<file path="src/rtl/bus_response_mux.sv">
// Response collector for the peripheral bus.
// A request from the core's load/store port is routed to one slave by the
// address decoder. This block latches that one-hot select and holds the
// strobe to that slave until it signals ready. It then returns the slave's
// read data to the core as a single-cycle response.
//
// An error response is returned in two cases:
//   - the select is zero or multi-hot (an unmapped address), or
//   - the slave stays silent for TIMEOUT_CYCLES cycles.
//
// Handshake contract (valid/ready):
//   - The core's req_valid/req_sel pair is consumed only on a rising edge
//     where req_ready=1, which is true only in IDLE.
//   - req_valid is ignored in every other cycle, so the core must hold it
//     or re-issue it.
//   - s_req is a level strobe, held to the selected slave for the whole
//     WAIT state.
//   - That slave completes the transfer by raising its s_ready bit on any
//     WAIT cycle. Its s_rdata slice is captured on the same edge.
//   - rsp_valid is a one-cycle pulse with no back-pressure. rsp_err
//     qualifies it.
//   - rsp_rdata stays stable until the next response.
// All outputs are registered. fsm_state exposes the FSM for checkers.
module bus_response_mux #(
    parameter int                NUM_SLAVES     = 5,
    parameter int                DATA_W         = 32,
    parameter int                TIMEOUT_CYCLES = 16,
    parameter logic [DATA_W-1:0] ERR_RDATA      = 32'hDEAD_BEEF
) (
    input  logic                         clk,
    input  logic                         rst,
    input  logic                         req_valid,
    input  logic [NUM_SLAVES-1:0]        req_sel,
    output logic                         req_ready,
    output logic [NUM_SLAVES-1:0]        s_req,
    input  logic [NUM_SLAVES-1:0]        s_ready,
    input  logic [NUM_SLAVES*DATA_W-1:0] s_rdata,
    output logic                         rsp_valid,
    output logic [DATA_W-1:0]            rsp_rdata,
    output logic                         rsp_err,
    output logic                         busy,
    output logic [1:0]                   fsm_state
);

    // Counter only has to reach TIMEOUT_CYCLES-1; the terminal count
    // leaves WAIT, so the counter can never wrap.
    localparam int CNT_W = (TIMEOUT_CYCLES > 1) ? $clog2(TIMEOUT_CYCLES + 1) : 1;
    localparam logic [CNT_W-1:0] LAST_COUNT = CNT_W'(TIMEOUT_CYCLES - 1);

    typedef enum logic [1:0] {
        ST_IDLE = 2'd0,
        ST_WAIT = 2'd1,
        ST_RESP = 2'd2
    } state_t;

    state_t                  state;
    logic [NUM_SLAVES-1:0]   sel_q;
    logic [CNT_W-1:0]        count;
    logic                    ready_hit;
    logic [DATA_W-1:0]       rdata_sel;

    // True when exactly one bit of the select vector is set.
    function automatic logic is_onehot(input logic [NUM_SLAVES-1:0] v);
        logic seen;
        logic multi;
        seen  = 1'b0;
        multi = 1'b0;
        for (int i = 0; i < NUM_SLAVES; i++) begin
            if (v[i]) begin
                if (seen) begin
                    multi = 1'b1;
                end
                seen = 1'b1;
            end
        end
        return seen && !multi;
    endfunction

    // Only the latched slave's ready matters; stray ready bits from other
    // slaves are masked off here.
    always_comb begin
        ready_hit = |(s_ready & sel_q);
    end

    // Read-data mux: sel_q is one-hot in WAIT, so an AND-OR selects exactly
    // one slice without a priority chain.
    always_comb begin
        rdata_sel = '0;
        for (int i = 0; i < NUM_SLAVES; i++) begin
            if (sel_q[i]) begin
                rdata_sel = rdata_sel | s_rdata[i*DATA_W +: DATA_W];
            end
        end
    end

    assign fsm_state = state;

    // Transaction FSM with registered handshake outputs.
    always_ff @(posedge clk) begin
        if (rst) begin
            state     <= ST_IDLE;
            sel_q     <= '0;
            count     <= '0;
            rsp_rdata <= '0;
            rsp_err   <= 1'b0;
            req_ready <= 1'b1;
            s_req     <= '0;
            rsp_valid <= 1'b0;
            busy      <= 1'b0;
        end else begin
            case (state)
                ST_IDLE: begin
                    if (req_valid) begin
                        req_ready <= 1'b0;
                        busy      <= 1'b1;
                        if (is_onehot(req_sel)) begin
                            sel_q <= req_sel;
                            count <= '0;
                            s_req <= req_sel;
                            state <= ST_WAIT;
                        end else begin
                            // Unmapped address: answer immediately, no strobe.
                            rsp_err   <= 1'b1;
                            rsp_rdata <= ERR_RDATA;
                            rsp_valid <= 1'b1;
                            state     <= ST_RESP;
                        end
                    end
                end

                ST_WAIT: begin
                    if (ready_hit) begin
                        // Ready wins even on the terminal-count cycle.
                        rsp_rdata <= rdata_sel;
                        rsp_err   <= 1'b0;
                        s_req     <= '0;
                        rsp_valid <= 1'b1;
                        state     <= ST_RESP;
                    end else if (count == LAST_COUNT) begin
                        rsp_rdata <= ERR_RDATA;
                        rsp_err   <= 1'b1;
                        s_req     <= '0;
                        rsp_valid <= 1'b1;
                        state     <= ST_RESP;
                    end else begin
                        count <= count + CNT_W'(1);
                    end
                end

                ST_RESP: begin
                    rsp_valid <= 1'b0;
                    req_ready <= 1'b1;
                    busy      <= 1'b0;
                    state     <= ST_IDLE;
                end

                default: begin
                    rsp_valid <= 1'b0;
                    s_req     <= '0;
                    req_ready <= 1'b1;
                    busy      <= 1'b0;
                    state     <= ST_IDLE;
                end
            endcase
        end
    end

endmodule
</file>
<file path="config.mk">
export PLATFORM = sky130hd
export DESIGN_NAME = bus_response_mux
export DESIGN_NICKNAME = d
export VERILOG_FILES = /design/src/rtl/bus_response_mux.sv
export SDC_FILE = /design/constraint.sdc
export NUM_CORES = 1
export LEC_CHECK = 0
export CAP_MARGIN = 20
export CORE_UTILIZATION = 34
export CTS_CLUSTER_DIAMETER = 50
export DETAILED_ROUTE_END_ITERATION = 16
export PLACE_DENSITY = 0.84
export SETUP_SLACK_MARGIN = 0.15
export SKIP_LAST_GASP = 1
export SYNTH_ARGS = -nofsm -noshare
export SYNTH_HDL_FRONTEND = slang
export SYNTH_SLANG_ARGS = --single-unit
</file>
<file path="constraint.sdc">
create_clock -name clk -period 2.8 [get_ports clk]
set_clock_uncertainty 0.2 [all_clocks]
set_input_delay 0.56 -clock clk [delete_from_list [all_inputs] [get_ports clk]]
set_output_delay 0.56 -clock clk [all_outputs]
set_load 0.02 [all_outputs]
</file>
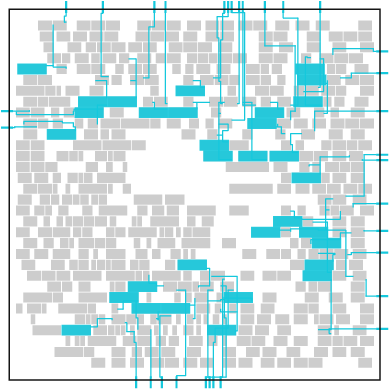
Run 1: wires at chosen ports, followed through buffers
Scale: 4 px per um.
cyan -> rsp_rdata  # bits 32, direction output, edge 12 north, 10 east, 8 south, 2 west, end cells 32, buffers 32, wire 996 um
port bufs: 215
Ports: 216

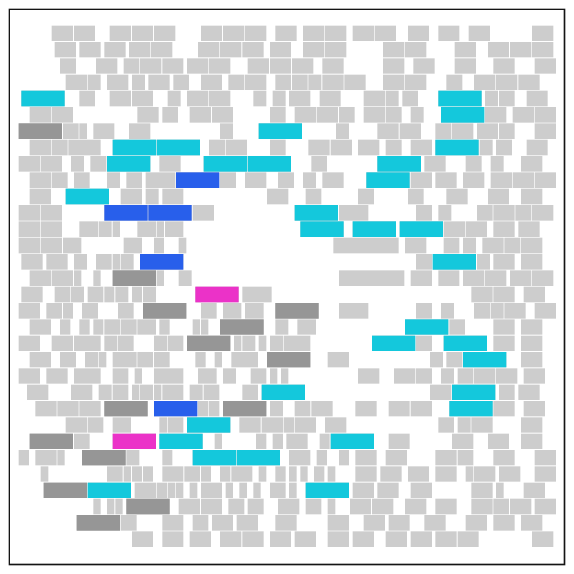
Run 1: sequential cells coloured by netlist name
Scale: 6 px per um.
magenta -> fsm_state  # sequential cells 2
blue -> s_req  # sequential cells 5
cyan -> rsp_rdata  # sequential cells 32

==> results.json, run 1 <==
{
  "post-route-min-period_ps": 2490,
  "drive_above_1_share_pct": 7.51,
  "vias": 3555,
  "critPathRequiredTime_ps": 2750,
  "wl_met1_um": 4710,
  "slowest_delay_ps": 520,
  "ys_top_cells_by_area": "dfxtp_1 38%, a222oi_1 12%, a22oi_1 8.9%",
  "synthCells": 312,
  "utilization_pct": 66.1,
  "synth.yosys.warnings": 0,
  "peakVddDrop_uv": 282,
  "synth_top_area_share_pct": 38.3,
  "cp.arrival_ps": 2440,
  "seqPwrFrac_pct": 40.8,
  "reg2reg_depth": 8,
  "use_met2_pct": 48.3,
  "rr_startpoint": "count[0]",
  "whs_ps": 253,
  "power_leader": "sequential cells",
  "simple_gate_share_pct": 11.6,
  "nFillCells": 681,
  "clk-power_uw": 609,
  "edf_count": 0,
  "tool_warnings": 26,
  "root_buffer": "clkbuf_8",
  "min_path_cells": 2,
  "largest_reg_flops": 32,
  "cpMaxStageDelayCell": "clkdlybuf4s50_1",
  "worst_pin_slew_ps": 926,
  "rrSetupSlack_ps": 490,
  "grt_pass1_wl_um": 17900,
  "top_usage_layer": "met2",
  "totalWireLength_um": 11900,
  "design_area_um2": 5160,
  "antenna_found_initial": 1,
  "drcViolationCount": 0,
  "final_max_slew_viol_count": 0,
  "die_h_um": 92.3,
  "slew_headroom_pct": 38.3,
  "grtUsageMet3_pct": 6.80,
  "final_hold_viol_count": 0,
  "pg_seq_uw": 838,
  "hp-class": "reg2reg",
  "netlist_area_um2": 2770,
  "ctsHoldBuffers": 0,
  "met1_usage_pct": 31.1,
  "maxCapViolCount": 0,
  "p_total_uw": 2050,
  "synthAoiAreaFrac_pct": 41.1,
  "cts_buffers": 5,
  "grt_max_degree": 50,
  "wl_met3_um": 1060,
  "clkPwrFrac_pct": 29.7,
  "layout_top_cells": "214 x clkdlybuf4s50_1, 53 x dfxtp_1, 33 x a222oi_1, 33 x a22oi_1, 28 x a31oi_1",
  "gp_congestion": 0.899,
  "syn_avg_cell_area_um2": 8.88,
  "worst-path-stages": 7,
  "comb_power_uw": 605,
  "grt_overflow": 0,
  "drt_iter0_markers": 220,
  "yosysCellCount": 312,
  "swShare_pct": 25.3,
  "clk_pin_slew_ps": 100,
  "path_cells": "clkdlybuf4s50_1 -> nor3b_1 -> a22oi_2 -> buf_4 -> a21oi_1 -> or3b_2 -> a31oi_1",
  "met2WireLength_um": 5930,
  "htreeDepth": 2,
  "clk_latency_ps": 310,
  "top_area_cell": "dfxtp_1",
  "mux_area_share_pct": 0.722,
  "logic_family": "AND-OR/OR-AND gates",
  "p_int_uw": 1530,
  "place_area_um2": 5010,
  "fp_util_pct": 35.5,
  "rsz0062_at_grt": "no",
  "critPathLaunchType": "input port",
  "powerDensity_nw_per_um2": 398,
  "avgViaCountPerCell": 5.72,
  "ctsResizeCount": 0,
  "cts_sinks": 53,
  "hpwl_um": 8710,
  "grtUsageTotal_pct": 26.8,
  "cts_tree": "done",
  "crit_end": "s_req[0]",
  "power.net_switching_uw": 520,
  "die_w_um": 92.3,
  "area_growth_pct": 86.3,
  "chipArea_um2": 8520,
  "top_cells_by_count": "53 x dfxtp_1, 33 x a222oi_1, 33 x a22oi_1",
  "fa_ha_area_share_pct": 0.903,
  "cp_max_fo": 7,
  "drtPass1Iterations": 6,
  "cts_setup_buffers": 0,
  "grt_pass1_vias": 3606,
  "max_freq_ghz": 0.401,
  "largest_register": "rsp_rdata",
  "clockBufferDepth": 2,
  "r2r_end": "count[1]",
  "path_delay_family": "AND-OR/OR-AND gates",
  "xor_area_share_pct": 1.26,
  "cp.buffers_inverters": 2,
  "synth_cell_types": 40,
  "num_rows": 32,
  "most_common_cell": "dfxtp_1",
  "lay_top_count": "clkdlybuf4s50_1",
  "cp-end-kind": "flop",
  "top_layer_used": "met4",
  "ys_ff": 53,
  "ys_seq_share_pct": 38.3,
  "status": "finished clean",
  "ant_nets": 0,
  "p_leak_uw": 0.00180,
  "ys_area_um2": 2770,
  "yosys_most_used_dff": "dfxtp_1",
  "final-setup-viol-count": 0,
  "period_used_pct": 89.1,
  "critPathKind": "in2reg",
  "fp_nets": 487,
  "wl_per_cell_um": 19.1,
  "worstHoldStart": "req_ready",
  "nNetsFinal": 693,
  "synthArstFlopShare_pct": 0,
  "comb_power_share_pct": 29.5,
  "critPathLaunch": "req_sel[2]"
}
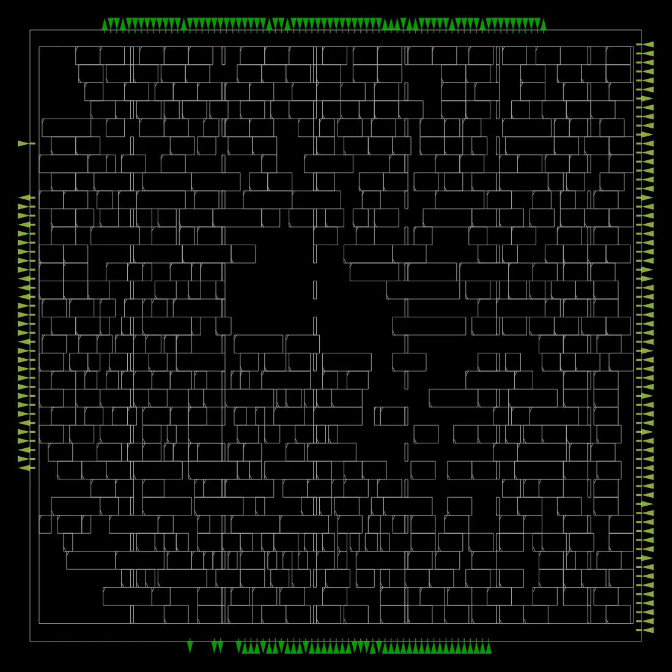
Run 1: placement view
Seq cells: 53
Core Region: 7810 um2

## run 1: stage by stage
stage                     setup WS (ps)  std cells  setup TNS [ps]
after global routing                194        621               0
after floorplan                     811        312               0
after global placement             41.4        612               0
after detailed placement           -121        612           -2600
final                               306        622               0
after CTS                           215        620               0
## run 1: worst min path at each step
| stage | end | slack [ps] |
|---|---|---|
| CTS | req_ready | 250 |
| global route | rsp_rdata[2] | 290 |
| detailed placement | req_ready | 240 |
| global placement | req_ready | 230 |
| floorplan | count[4] | 270 |
| finish | req_ready | 250 |
## run 1: area by class of cell
class	count	area (um2)	area share (%)
inverters	3	11.3	0.218
flip-flops and latches	53	1060	20.6
diodes	1	2.50	0.0485
well taps	102	128	2.47
repair buffers	232	2280	44.2
clock inverters	3	65.1	1.26
clock buffers	5	68.8	1.33
multi-input cells	223	1540	29.9
Run 1, routed metal per tile:
Scale: 4 px per um. The die is cut into 18 by 18 equal tiles; dark blue is low, red is high, scaled to the fullest tile. Values are wire area over tile area, all layers added.
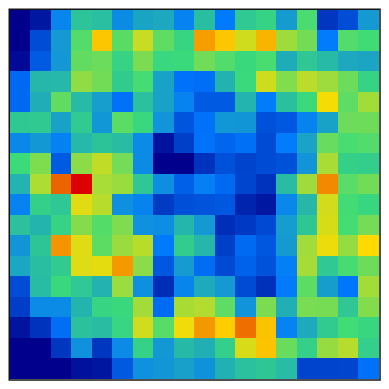

==> inputs of run 2 (changes only) <==
ABC_AREA = 1   (was not set)
CORE_MARGIN = 1   (was not set)
CORE_UTILIZATION = 36   (was 34)
PLACE_DENSITY = 0.83   (was 0.84)
SETUP_SLACK_MARGIN = 0.5   (was 0.15)
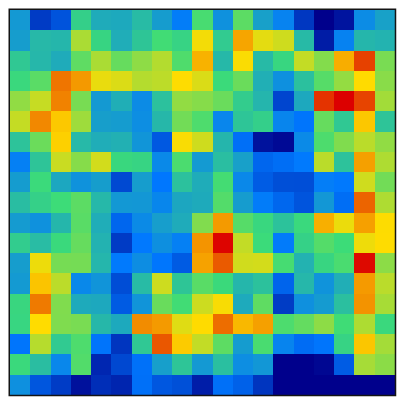
Run 2: routed metal per tile
Scale: 4 px per um. The die is cut into 19 by 19 equal tiles; dark blue is low, red is high, scaled to the fullest tile. Values are wire area over tile area, all layers added.
nearly empty tiles = 3.0%
tiles over half the peak = 40%
mean over tiles = 0.22
final WL: 12200 um
routed vias: 4183
wire per inst: 14.8 um

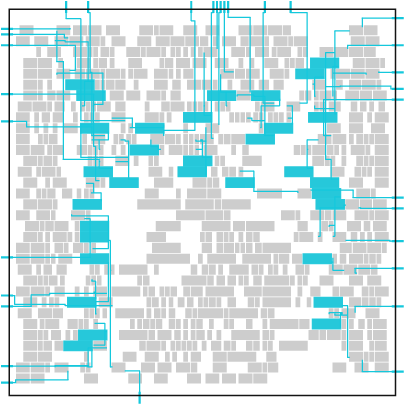
Run 2: wires at chosen ports, followed through buffers
Scale: 4 px per um.
cyan -> rsp_rdata  # bits 32, direction output, edge 11 east, 10 north, 10 west, 1 south, end cells 32, buffers 32, wire 1250 um

==> results.json, run 2 <==
{
  "diodes": 0,
  "whs_ps": 249,
  "slowest_delay_ps": 650,
  "worst_pin_slew_ps": 405,
  "place_area_um2": 5380,
  "reg2reg_depth": 11,
  "path_cells": "clkdlybuf4s50_1",
  "root_buffer": "clkbuf_8",
  "critPathKind": "reg2out",
  "syn_avg_cell_area_um2": 6.17,
  "num_rows": 33,
  "cp-end-kind": "output pin",
  "synth_top_area_share_pct": 33.2,
  "top_area_cell": "dfxtp_1",
  "cts_setup_buffers": 0,
  "power_leader": "sequential cells",
  "period_used_pct": 77.3,
  "utilization_pct": 66.7,
  "worst-path-stages": 1,
  "clockBufferDepth": 2,
  "wl_met3_um": 1330,
  "rrSetupSlack_ps": 640,
  "top_cells_by_count": "217 x nand2_1, 53 x dfxtp_1, 40 x inv_1",
  "tool_warnings": 27,
  "preCtsSetupSlack_ps": 172,
  "gp_congestion": 0.885,
  "r2r_end": "rsp_rdata[17]",
  "synthArstFlopShare_pct": 0,
  "nFillCells": 745,
  "final.setup.tns_ps": 0,
  "design_area_um2": 5590,
  "ys_seq_share_pct": 33.2,
  "synthCells": 518,
  "synthAoiAreaFrac_pct": 14.4,
  "critPathLaunch": "fsm_state[0]",
  "grt_max_degree": 36,
  "cts_sinks": 53,
  "p_total_uw": 2300,
  "critPathLaunchType": "flop",
  "fa_ha_area_share_pct": 0.783,
  "critPathRequiredTime_ps": 2040,
  "rr_startpoint": "count[0]",
  "xor_area_share_pct": 0.274,
  "antenna_found_initial": 0,
  "synth.yosys.warnings": 0,
  "ctsHoldBuffers": 0,
  "most_common_cell": "nand2_1",
  "top_usage_layer": "met2",
  "cp.arrival_ps": 1400,
  "grt_pass1_wl_um": 17300,
  "clkPwrFrac_pct": 26.2,
  "grtUsageMet3_pct": 6.64,
  "simple_gate_share_pct": 41.3,
  "comb_power_uw": 826,
  "drt_iter0_markers": 195,
  "port_buffers": 215,
  "logic_family": "simple AND/OR/NAND/NOR gates",
  "crit_end": "fsm_state[0]",
  "area_growth_pct": 74.9,
  "clk_pin_slew_ps": 100,
  "drive_above_1_share_pct": 4.31,
  "ys_top_cells_by_area": "dfxtp_1 33%, nand2_1 25%, nand3_1 5.0%",
  "hpwl_um": 8800,
  "synth_cell_types": 25,
  "largest_register": "rsp_rdata",
  "maxCapViolCount": 0,
  "use_met2_pct": 45.9,
  "post-route-min-period_ps": 2160,
  "ys_area_um2": 3190,
  "drtPass1Iterations": 5,
  "fp_util_pct": 38.1,
  "whs_endpoint": "rsp_rdata[28]",
  "avgViaCountPerCell": 5.07,
  "ctsResizeCount": 0,
  "chipArea_um2": 9250,
  "clk_latency_ps": 300,
  "layout_top_cells": "217 x nand2_1, 215 x clkdlybuf4s50_1, 53 x dfxtp_1",
  "status": "finished clean",
  "min_path_cells": 2,
  "cpMaxStageDelayCell": "clkdlybuf4s50_1",
  "cts_tree": "done",
  "p_int_uw": 1610,
  "seq_area_um2": 1060,
  "largest_reg_flops": 32,
  "nNetsFinal": 894,
  "yosysCellCount": 518,
  "worstHoldStart": "rsp_rdata[28]",
  "final_cells": 825,
  "ant_nets": 0,
  "met2WireLength_um": 6120,
  "final-setup-viol-count": 0,
  "p_leak_uw": 0.00233,
  "placedCellCount": 813,
  "grt_overflow": 0,
  "rsz0062_at_grt": "no",
  "max_freq_ghz": 0.462,
  "path_delay_family": "buffers and inverters",
  "core_area_um2": 8380,
  "htreeDepth": 2,
  "wl_met1_um": 4580,
  "fp_nets": 693,
  "drcViolationCount": 0,
  "clk-power_uw": 602,
  "lay_top_count": "nand2_1",
  "powerDensity_nw_per_um2": 412,
  "cts_buffers": 5,
  "cp.buffers_inverters": 1,
  "met1_usage_pct": 26.5,
  "top_layer_used": "met4",
  "final_hold_viol_count": 0,
  "slew_headroom_pct": 73.0,
  "edf_count": 0,
  "ys_ff": 53,
  "die_w_um": 96.2,
  "grtUsageTotal_pct": 24.3,
  "hp-class": "reg2reg",
  "comb_power_share_pct": 35.9,
  "io_pins": 216,
  "comb_area_um2": 1870,
  "die_h_um": 96.2,
  "swShare_pct": 29.9,
  "cp_max_fo": 6,
  "finalWorstSetupSlack_ps": 637,
  "mux_area_share_pct": 0,
  "final_max_slew_viol_count": 0,
  "pg_seq_uw": 873,
  "yosys_most_used_dff": "dfxtp_1",
  "power.net_switching_uw": 688,
  "netlist_area_um2": 3190
}
==> run 2: cell types whose count changed after synthesis, moves of 7 or more <==
cell      previous run  this run
o21a_1              25         0
nand3_1              0        32
a222oi_1            33         0
a22o_1               0         7
inv_1                3        40
nand2_1             26       217
a211oi_1             2        21
nor2_1              12        34
a21oi_1             14        29
a22oi_1             33         0
a31oi_1             28         0
nand4_1              1        24
==> run 2: worst min-delay path: stages (launching register included) <==
cell and delay (ps):
dfxtp_1 320, inv_1 50, a21oi_1 50
==> run 2: final cells by class <==
cell class / count / area share, %
multi-input cells: 392 / 33.5
clock inverters: 3 / 1.16
clock buffers: 5 / 1.23
repair buffers: 225 / 39.9
flip-flops and latches: 53 / 19.0
inverters: 42 / 2.91
well taps: 105 / 2.35
Run 2, wiring by layer:
Scale: 4 px per um. Two of the layers only.
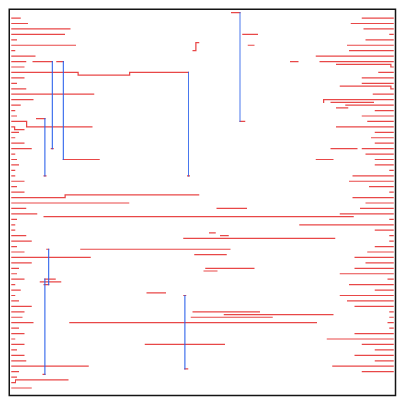

==> inputs of run 3 (changes only) <==
CORE_UTILIZATION = 33   (was 36)
PLACE_DENSITY = 0.8   (was 0.83)
clock period = 1.7 ns   (was 2.8 ns; I/O delays follow)
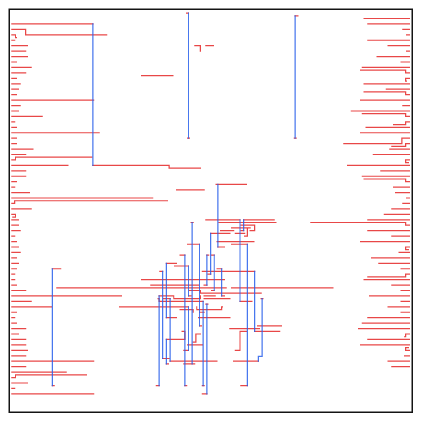
Run 3: wiring by layer
Scale: 4 px per um. Two of the layers only.
blue -> metal 4  # wire length 495 um
red -> metal 3  # wire length 1350 um
gr usage total: 24.5%
final WL: 14100 um
routed vias: 4525

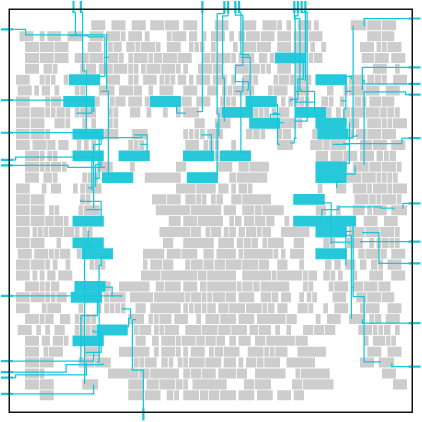
Run 3: wires at chosen ports, followed through buffers
Scale: 4 px per um.
cyan -> rsp_rdata  # bits 32, direction output, edge 11 north, 10 west, 10 east, 1 south, end cells 32, buffers 32, wire 1250 um

==> results.json, run 3 <==
{
  "synth.yosys.warnings": 0,
  "maxCapViolCount": 0,
  "use_met2_pct": 49.2,
  "die_h_um": 100,
  "grt_max_degree": 34,
  "htreeDepth": 2,
  "top_usage_layer": "met2",
  "hp-class": "in2reg",
  "netlist_area_um2": 3190,
  "path_cells": "ha_4 -> nand2_2 -> nor2_2 -> ha_2 -> nor2_4 -> nand3_4 -> nand2_4 -> inv_6 -> nand3_4 -> buf_12 -> nand2_1 -> nand2_1 -> nor2_1",
  "synthCells": 518,
  "violations": "negative setup slack",
  "met1_usage_pct": 23.8,
  "port_buffers": 215,
  "rr_startpoint": "count[0]",
  "layout_top_cells": "207 x nand2_1, 166 x clkdlybuf4s50_1, 53 x buf_6",
  "critPathRequiredTime_ps": 1740,
  "hpwl_um": 9820,
  "cts_setup_buffers": 9,
  "final_hold_viol_count": 0,
  "grt_pass1_wl_um": 19400,
  "placedCellCount": 859,
  "critPathLaunch": "count[0]",
  "rsz0062_at_grt": "yes",
  "final_max_slew_viol_count": 0,
  "cp.arrival_ps": 1930,
  "fp_nets": 693,
  "synth_cell_types": 25,
  "final-setup-viol-count": 46,
  "cts_tree": "done",
  "cpMaxStageDelayCell": "dfxtp_2",
  "drtPass1Iterations": 5,
  "chipArea_um2": 10100,
  "lay_top_count": "nand2_1",
  "ctsResizeCount": 343,
  "p_leak_uw": 0.00276,
  "nFillCells": 773,
  "top_cells_by_count": "217 x nand2_1, 53 x dfxtp_1, 40 x inv_1",
  "top_area_cell": "dfxtp_1",
  "yosys_most_used_dff": "dfxtp_1",
  "wl_per_cell_um": 15.7,
  "ys_area_um2": 3190,
  "drcViolationCount": 0,
  "status": "finished with violations",
  "largest_register": "rsp_rdata",
  "fp_util_pct": 34.2,
  "ys_seq_share_pct": 33.2,
  "diodes": 0,
  "grtUsageMet3_pct": 7.59,
  "finalWorstSetupSlack_ps": -192,
  "pg_seq_uw": 1490,
  "ys_top_cells_by_area": "dfxtp_1 33%, nand2_1 25%, nand3_1 5.0%",
  "power.net_switching_uw": 1260,
  "critPathKind": "reg2reg",
  "logic_family": "simple AND/OR/NAND/NOR gates",
  "slowest_delay_ps": 370,
  "ant_nets": 0,
  "slew_headroom_pct": 65.5,
  "cp_max_fo": 18,
  "cts_sinks": 53,
  "post-route-min-period_ps": 1890,
  "whs_ps": 114,
  "core_area_um2": 9330,
  "fa_ha_area_share_pct": 0.783,
  "num_rows": 35
}
==> run 3: cell counts after synthesis <==
Identical to the previous run, type by type.
==> run 3: path summary, 6_finish.rpt <==
path	to	slack [ps]	cells past startpoint
hold reg to reg	rsp_rdata[28]	250	2
setup / recovery	rsp_rdata[0]	-190	13
setup reg to reg	rsp_rdata[0]	-190	13
hold / removal	sel_q[0]	110	3
==> run 3: final cells by class <==
type,instances,area [um2],share of cell area [%]
repair buffers,278,2790,43.9
multi-input cells,389,2030,31.9
flip-flops and latches,53,1120,17.7
inverters,42,163,2.56
well taps,129,161,2.54
clock buffers,6,72.6,1.14
clock inverters,2,15.0,0.237
==> run 3: worst max-delay path, delay by kind of cell (launching register included) <==
kind	cells	cell delay [ps]
adders and majority gates	2	340
buffers and inverters	2	250
DFF	1	370
and+or+nand+nor	9	660
